===== src/rtl/ramp_capture_gate_pkg.sv =====
// ramp_capture_pkg: shared definitions for ramp_capture_gate.
//   - one-hot state bit positions and the state enum built from them
//   - NUM_STATES, the width of the one-hot state vector and of dbg_state
//   - default parameter values for the gate and its stream interface
package ramp_capture_pkg;

  localparam int ST_IDLE    = 0;
  localparam int ST_ARMED   = 1;
  localparam int ST_SETTLE  = 2;
  localparam int ST_CAPTURE = 3;
  localparam int NUM_STATES = 4;

  typedef enum logic [NUM_STATES-1:0] {
    S_IDLE    = NUM_STATES'(1 << ST_IDLE),
    S_ARMED   = NUM_STATES'(1 << ST_ARMED),
    S_SETTLE  = NUM_STATES'(1 << ST_SETTLE),
    S_CAPTURE = NUM_STATES'(1 << ST_CAPTURE)
  } state_e;

  localparam int DEF_DATA_W        = 12;
  localparam int DEF_SETTLE_CYCLES = 40;
  localparam int DEF_NUM_SAMPLES   = 20000;
  localparam int DEF_CNT_W         = 16;
  localparam int DEF_FRAME_W       = 16;

endpackage


===== src/rtl/ramp_capture_gate_if.sv =====
// ramp_capture_gate_if: ADC input strobe and framed output stream.
//   adc_valid/adc_data : ADC sample strobe and sample (environment -> gate)
//   out_ready          : downstream ready (environment -> gate)
//   out_valid/out_data : framed output word (gate -> environment)
//   out_first/out_last : frame delimiters, qualified by out_valid
// Handshake: a word is transferred in every cycle out_valid=1. The ADC cannot
// stall, so out_valid never waits for out_ready; each word is presented for
// exactly one cycle. out_ready is only observed, and out_valid=1 with
// out_ready=0 is an overrun.
// master = the gate, slave = the environment that drives ADC data and sinks
// the stream.
interface ramp_capture_gate_if #(
  parameter int DATA_W = 12
) ();
  logic              adc_valid;
  logic [DATA_W-1:0] adc_data;
  logic              out_ready;
  logic              out_valid;
  logic [DATA_W-1:0] out_data;
  logic              out_first;
  logic              out_last;

  modport master (
    input  adc_valid, adc_data, out_ready,
    output out_valid, out_data, out_first, out_last
  );

  modport slave (
    output adc_valid, adc_data, out_ready,
    input  out_valid, out_data, out_first, out_last
  );
endinterface


===== src/rtl/ramp_capture_gate_load_down_counter.sv =====
// load_down_counter: loadable down counter with a zero flag.
//   clk, rst_n : clock, asynchronous active-low reset (count -> 0)
//   load       : load load_val this cycle (wins over dec)
//   load_val   : value to load
//   dec        : decrement this cycle
//   zero       : count is currently 0
// The caller must not request dec while zero=1; the counter would wrap.
module load_down_counter #(
  parameter int W = 16
) (
  input  logic         clk,
  input  logic         rst_n,
  input  logic         load,
  input  logic [W-1:0] load_val,
  input  logic         dec,
  output logic         zero
);

  logic [W-1:0] cnt_q;
  logic [W-1:0] cnt_d;

  always_comb begin
    cnt_d = cnt_q;
    if (load) begin
      cnt_d = load_val;
    end else if (dec) begin
      cnt_d = cnt_q - W'(1);
    end
  end

  always_ff @(posedge clk or negedge rst_n) begin
    if (!rst_n) begin
      cnt_q <= '0;
    end else begin
      cnt_q <= cnt_d;
    end
  end

  assign zero = (cnt_q == '0);

endmodule


===== src/rtl/ramp_capture_gate.sv =====
// ramp_capture_gate: after each ramp_start pulse waits SETTLE_CYCLES, then
// forwards exactly NUM_SAMPLES ADC samples as one frame tagged first/last.
// Ports:
//   clk, rst_n     : 40 MHz clock, asynchronous active-low reset
//   enable         : level; 1 arms capture, 0 aborts to IDLE
//   ramp_start     : one-cycle sweep-start pulse
//   bus (master)   : ADC strobe/data in, framed stream out, out_ready observed
//   frame_idx      : index of the current/last frame (reset all-ones)
//   busy           : in SETTLE or CAPTURE
//   err_early      : sticky, ramp_start while a frame is in progress
//   err_overrun    : sticky, out_valid while out_ready=0
//   dbg_state      : one-hot state, for observation
// Optional build macro RAMP_CAPTURE_HEADER_EN: emits a header word carrying
// frame_idx (out_first=1) on the cycle after the window opens; frames then
// hold NUM_SAMPLES+1 words and the first sample has out_first=0.
module ramp_capture_gate
  import ramp_capture_pkg::*;
#(
  parameter int DATA_W        = DEF_DATA_W,
  parameter int SETTLE_CYCLES = DEF_SETTLE_CYCLES,
  parameter int NUM_SAMPLES   = DEF_NUM_SAMPLES,
  parameter int CNT_W         = DEF_CNT_W,
  parameter int FRAME_W       = DEF_FRAME_W
) (
  input  logic                  clk,
  input  logic                  rst_n,
  input  logic                  enable,
  input  logic                  ramp_start,
  ramp_capture_gate_if.master   bus,
  output logic [FRAME_W-1:0]    frame_idx,
  output logic                  busy,
  output logic                  err_early,
  output logic                  err_overrun,
  output logic [NUM_STATES-1:0] dbg_state
);

  state_e              state_q, state_d;
  logic                out_valid_q, out_valid_d;
  logic [DATA_W-1:0]   out_data_q, out_data_d;
  logic                out_first_q, out_first_d;
  logic                out_last_q, out_last_d;
  logic [FRAME_W-1:0]  frame_idx_q, frame_idx_d;
  logic                busy_q, busy_d;
  logic                err_early_q, err_early_d;
  logic                err_overrun_q, err_overrun_d;
  logic                enable_q, enable_d;
  // Set when the window opens; the next accepted sample takes out_first.
  logic                first_pend_q, first_pend_d;

  logic settle_load, settle_dec, settle_zero;
  logic sample_load, sample_dec, sample_zero;

`ifdef RAMP_CAPTURE_HEADER_EN
  // Zero-extend before slicing so any FRAME_W/DATA_W ratio works.
  logic [FRAME_W+DATA_W-1:0] hdr_ext;
  assign hdr_ext = {{DATA_W{1'b0}}, frame_idx_q};
`endif

  load_down_counter #(.W(CNT_W)) u_settle_cnt (
    .clk      (clk),
    .rst_n    (rst_n),
    .load     (settle_load),
    .load_val (CNT_W'(SETTLE_CYCLES - 1)),
    .dec      (settle_dec),
    .zero     (settle_zero)
  );

  load_down_counter #(.W(CNT_W)) u_sample_cnt (
    .clk      (clk),
    .rst_n    (rst_n),
    .load     (sample_load),
    .load_val (CNT_W'(NUM_SAMPLES - 1)),
    .dec      (sample_dec),
    .zero     (sample_zero)
  );

  always_comb begin
    state_d       = state_q;
    out_valid_d   = 1'b0;
    out_data_d    = out_data_q;
    out_first_d   = 1'b0;
    out_last_d    = 1'b0;
    frame_idx_d   = frame_idx_q;
    err_early_d   = err_early_q;
    err_overrun_d = err_overrun_q;
    enable_d      = enable;
    first_pend_d  = first_pend_q;
    settle_load   = 1'b0;
    settle_dec    = 1'b0;
    sample_load   = 1'b0;
    sample_dec    = 1'b0;

    // Re-arming clears the sticky flags; a new overrun in the same cycle wins.
    if (enable && !enable_q) begin
      err_early_d   = 1'b0;
      err_overrun_d = 1'b0;
    end
    if (out_valid_q && !bus.out_ready) begin
      err_overrun_d = 1'b1;
    end

    if (!enable) begin
      // Abort: nothing is accepted this cycle, so no out_last for a cut frame.
      state_d      = S_IDLE;
      first_pend_d = 1'b0;
    end else begin
      unique case (state_q)
        S_IDLE: begin
          state_d = S_ARMED;
        end
        S_ARMED: begin
          if (ramp_start) begin
            state_d     = S_SETTLE;
            settle_load = 1'b1;
            frame_idx_d = frame_idx_q + FRAME_W'(1);
          end
        end
        S_SETTLE: begin
          if (ramp_start) begin
            err_early_d = 1'b1;
          end
          if (settle_zero) begin
            state_d     = S_CAPTURE;
            sample_load = 1'b1;
`ifdef RAMP_CAPTURE_HEADER_EN
            out_valid_d  = 1'b1;
            out_first_d  = 1'b1;
            out_data_d   = hdr_ext[DATA_W-1:0];
            first_pend_d = 1'b0;
`else
            first_pend_d = 1'b1;
`endif
          end else begin
            settle_dec = 1'b1;
          end
        end
        S_CAPTURE: begin
          // Includes the out_last cycle: a pulse here is early, not a new frame.
          if (ramp_start) begin
            err_early_d = 1'b1;
          end
          if (bus.adc_valid) begin
            out_valid_d  = 1'b1;
            out_data_d   = bus.adc_data;
            out_first_d  = first_pend_q;
            first_pend_d = 1'b0;
            if (sample_zero) begin
              out_last_d = 1'b1;
              state_d    = S_ARMED;
            end else begin
              sample_dec = 1'b1;
            end
          end
        end
        default: begin
          state_d = S_IDLE;
        end
      endcase
    end

    busy_d = (state_d == S_SETTLE) || (state_d == S_CAPTURE);
  end

  always_ff @(posedge clk or negedge rst_n) begin
    if (!rst_n) begin
      state_q       <= S_IDLE;
      out_valid_q   <= 1'b0;
      out_data_q    <= '0;
      out_first_q   <= 1'b0;
      out_last_q    <= 1'b0;
      frame_idx_q   <= '1;
      busy_q        <= 1'b0;
      err_early_q   <= 1'b0;
      err_overrun_q <= 1'b0;
      enable_q      <= 1'b0;
      first_pend_q  <= 1'b0;
    end else begin
      state_q       <= state_d;
      out_valid_q   <= out_valid_d;
      out_data_q    <= out_data_d;
      out_first_q   <= out_first_d;
      out_last_q    <= out_last_d;
      frame_idx_q   <= frame_idx_d;
      busy_q        <= busy_d;
      err_early_q   <= err_early_d;
      err_overrun_q <= err_overrun_d;
      enable_q      <= enable_d;
      first_pend_q  <= first_pend_d;
    end
  end

  assign bus.out_valid = out_valid_q;
  assign bus.out_data  = out_data_q;
  assign bus.out_first = out_first_q;
  assign bus.out_last  = out_last_q;
  assign frame_idx     = frame_idx_q;
  assign busy          = busy_q;
  assign err_early     = err_early_q;
  assign err_overrun   = err_overrun_q;
  assign dbg_state     = state_q;

endmodule


===== src/flat_wrapper.sv =====
// flat-port wrapper written by rule: the top's interface ports become plain ports
module ramp_capture_gate_flat import ramp_capture_pkg::*;
#(
  parameter int DATA_W        = DEF_DATA_W,
  parameter int SETTLE_CYCLES = DEF_SETTLE_CYCLES,
  parameter int NUM_SAMPLES   = DEF_NUM_SAMPLES,
  parameter int CNT_W         = DEF_CNT_W,
  parameter int FRAME_W       = DEF_FRAME_W
)
  (clk, rst_n, enable, ramp_start, frame_idx, busy, err_early, err_overrun, dbg_state, bus_adc_valid, bus_adc_data, bus_out_ready, bus_out_valid, bus_out_data, bus_out_first, bus_out_last);
  ramp_capture_gate_if #(.DATA_W(DATA_W)) bus_i ();
  input  logic clk;
  input  logic rst_n;
  input  logic enable;
  input  logic ramp_start;
  output logic [FRAME_W-1:0] frame_idx;
  output logic busy;
  output logic err_early;
  output logic err_overrun;
  output logic [NUM_STATES-1:0] dbg_state;
  input wire logic [$bits(bus_i.adc_valid)-1:0] bus_adc_valid;
  input wire logic [$bits(bus_i.adc_data)-1:0] bus_adc_data;
  input wire logic [$bits(bus_i.out_ready)-1:0] bus_out_ready;
  output wire logic [$bits(bus_i.out_valid)-1:0] bus_out_valid;
  output wire logic [$bits(bus_i.out_data)-1:0] bus_out_data;
  output wire logic [$bits(bus_i.out_first)-1:0] bus_out_first;
  output wire logic [$bits(bus_i.out_last)-1:0] bus_out_last;
  assign bus_i.adc_valid = bus_adc_valid;
  assign bus_i.adc_data = bus_adc_data;
  assign bus_i.out_ready = bus_out_ready;
  assign bus_out_valid = bus_i.out_valid;
  assign bus_out_data = bus_i.out_data;
  assign bus_out_first = bus_i.out_first;
  assign bus_out_last = bus_i.out_last;
  ramp_capture_gate #(.DATA_W(DATA_W), .SETTLE_CYCLES(SETTLE_CYCLES), .NUM_SAMPLES(NUM_SAMPLES), .CNT_W(CNT_W), .FRAME_W(FRAME_W)) u_core (.clk(clk), .rst_n(rst_n), .enable(enable), .ramp_start(ramp_start), .bus(bus_i), .frame_idx(frame_idx), .busy(busy), .err_early(err_early), .err_overrun(err_overrun), .dbg_state(dbg_state));
endmodule

===== config.mk =====
export PLATFORM = sky130hd
export DESIGN_NAME = ramp_capture_gate_flat
export DESIGN_NICKNAME = d
export VERILOG_FILES = /design/src/rtl/ramp_capture_gate_pkg.sv /design/src/rtl/ramp_capture_gate_if.sv /design/src/rtl/ramp_capture_gate_load_down_counter.sv /design/src/rtl/ramp_capture_gate.sv /design/src/flat_wrapper.sv
export SDC_FILE = /design/constraint.sdc
export NUM_CORES = 1
export LEC_CHECK = 0
export CAP_MARGIN = 15
export CELL_PAD_IN_SITES_DETAIL_PLACEMENT = 0
export CELL_PAD_IN_SITES_GLOBAL_PLACEMENT = 1
export CORE_MARGIN = 2
export CORE_UTILIZATION = 37
export DETAILED_ROUTE_END_ITERATION = 10
export HOLD_SLACK_MARGIN = 0.12
export PLACE_DENSITY = 0.85
export RECOVER_POWER = 100
export SLEW_MARGIN = 20
export SYNTH_ARGS = -nofsm -noshare
export SYNTH_HDL_FRONTEND = slang
export SYNTH_SLANG_ARGS = --single-unit

===== constraint.sdc =====
create_clock -name clk -period 2.3 [get_ports clk]
set_input_delay 0.23 -clock clk [delete_from_list [all_inputs] [get_ports clk]]
set_output_delay 0.23 -clock clk [all_outputs]
set_load 0.02 [all_outputs]

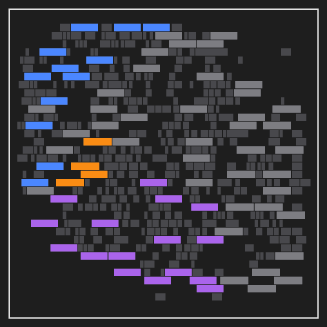
**Above:** sequential cells grouped by signal name.
(3 px per µm) Other sequential cells in the stronger gray, the rest of the logic in the fainter gray.
`u_core.bus.out_data` -> blue  # sequential cells 12
`u_core.dbg_state` -> orange  # sequential cells 4, where west
`u_core.u_settle_cnt.cnt_q` -> purple  # sequential cells 16
not colored = 40

==> flow_summary.yaml <==
# generated from flow reports
power_and_ir_drop:
  power_density_nw_per_um2: 735
  ir_drop_mv: 0.280
  internal_power_w: 0.00227
  power.share.clock_pct: 29.0
  pg_comb_w: 0.000864
  p_clk_w: 0.000973
  swShare_pct: 32.3
  leakage_nw: 2.11
routing:
  detail-route-antenna-nets: 0
  wl_met3_um: 498
  drt-pass1-iter-count: 4
  avgRoutedWirePerCell_um: 14.7
placement:
  gp_congestion: 0.853
  dpl.hpwl_mm: 6.28
  dpl_cell_area_um2: 4400
  port_buffers: 55
worst_setup_path:
  r2r-start: "u_core.u_settle_cnt.cnt_q[7]"
  path_class: "flop to flop"
  crit_end: "u_core.u_settle_cnt.cnt_q[15]"
  cp.required_ns: 2.57
  cpMostUsedCell: "or4_1"
  crit_slowest_cell: "or4_1"
  cp_max_fo: 5
  regToRegSetupSlack_ns: 0.15
  worstSetupPathDepth: 4
  startpoint: "u_core.u_settle_cnt.cnt_q[7]"
  r2r-end: "u_core.u_settle_cnt.cnt_q[15]"
synth:
  ys_cells: 374
  yosysWarnings: 0
  simple_gate_share_pct: 28.2
  edf_count: 0
  mux_area_share_pct: 2.51
  yosysSeqAreaShare_pct: 50.9
  syn_area_um2: 3580
  ys_chip_area_um2: 3580
  fp_nets: 395
  ff_type: "dfrtp_1"
  yosysMostFrequentCell: "nand2_1"
  avgSynthCellArea_um2: 9.58
  topCellsByArea: "dfrtp_1, dfstp_2, nand2_1, or4_1, a21oi_1"
  netlist_instances: 374
  numSynthFlops: 72
  yosys.area_share.xor_xnor_pct: 3.91
  top_area_cell: "dfrtp_1"
  topCombFamilyByArea: "simple AND/OR/NAND/NOR gates"
  netlist.area_leader.share_pct: 38.4
clocking:
  htree_num_levels: 3
  clockBufferDepth: 2
  root_buffer: "clkbuf_8"
  cts_sinks: 72
  cts_buffers: 9
global_routing:
  top_usage_layer: "met2"
  use_met3_pct: 4.79
  antenna_found_initial: 0
  grt-ovfl-total: 0
  track_usage_pct: 17.5
  gr-usage-met1_pct: 24.3
  grt_max_degree: 32
  grtUsageMet2_pct: 26.7
final_timing:
  skew_ns: 0.00883
  max_clock_freq_mhz: 465
  slew_viol_final: 0
  final_hold_viol_count: 0
  rsz0062_at_grt: "no"
  fin_crit_sh_pct: 93.5
  finalCriticalPeriod_ns: 2.15
  setup-violations-final: 0
floorplanning:
  coreArea_um2: 9330
  chipHeight_um: 102
  chipArea_um2: 10500
  die_width_um: 102
  ios: 56
final_layout:
  area_delta_synth_final_pct: 27.5
  layout.cells.most_common: "nand2_1"
  antenna_cells: 0
  layout-drive-gt1-share_pct: 12.8
  instances_no_fill: 581
  lay_top_cells: "nand2_1, dfrtp_1, dlygate4sd3_1, a21oi_1, or4_1"
status:
  outcome: "finished clean"
run:
  warnings: 26
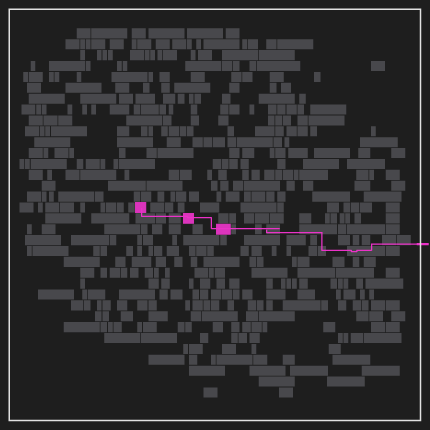
**Above:** wires at chosen ports, followed through buffers.
(4 px per µm)
`ramp_start` -> magenta  # bits 1, direction input, end cells 3, buffers 1, wire 84.4 µm

-- cell type report --
type / instances / area (µm²) / area share, %
clock buffers: 10 / 128 / 2.79
clock inverters: 6 / 60.1 / 1.31
inverters: 11 / 41.3 / 0.904
multi-input cells: 274 / 1640 / 36.0
flip-flops and latches: 72 / 1830 / 40.0
well taps: 129 / 161 / 3.53
repair buffers: 79 / 708 / 15.5
-- per-stage QoR --
step	total power (W)	hold WS [ns]
after global routing	0.00358	0.378
after CTS	0.00341	0.385
after global placement	0.00240	0.236
final	0.00336	0.403
after floorplan	0.00207	-0.0656
after detailed placement	0.00242	0.243
-- repair_timing --
| action | CTS | global route |
|---|---|---|
| setup buffers | 0 | 1 |
| setup endpoints to repair | 0 | 2 |
| hold buffers | 1 | 0 |
| endpoints found under the hold margin | 12 | 0 |
Power figures rest on the tool's default switching activity, not on a simulated workload.
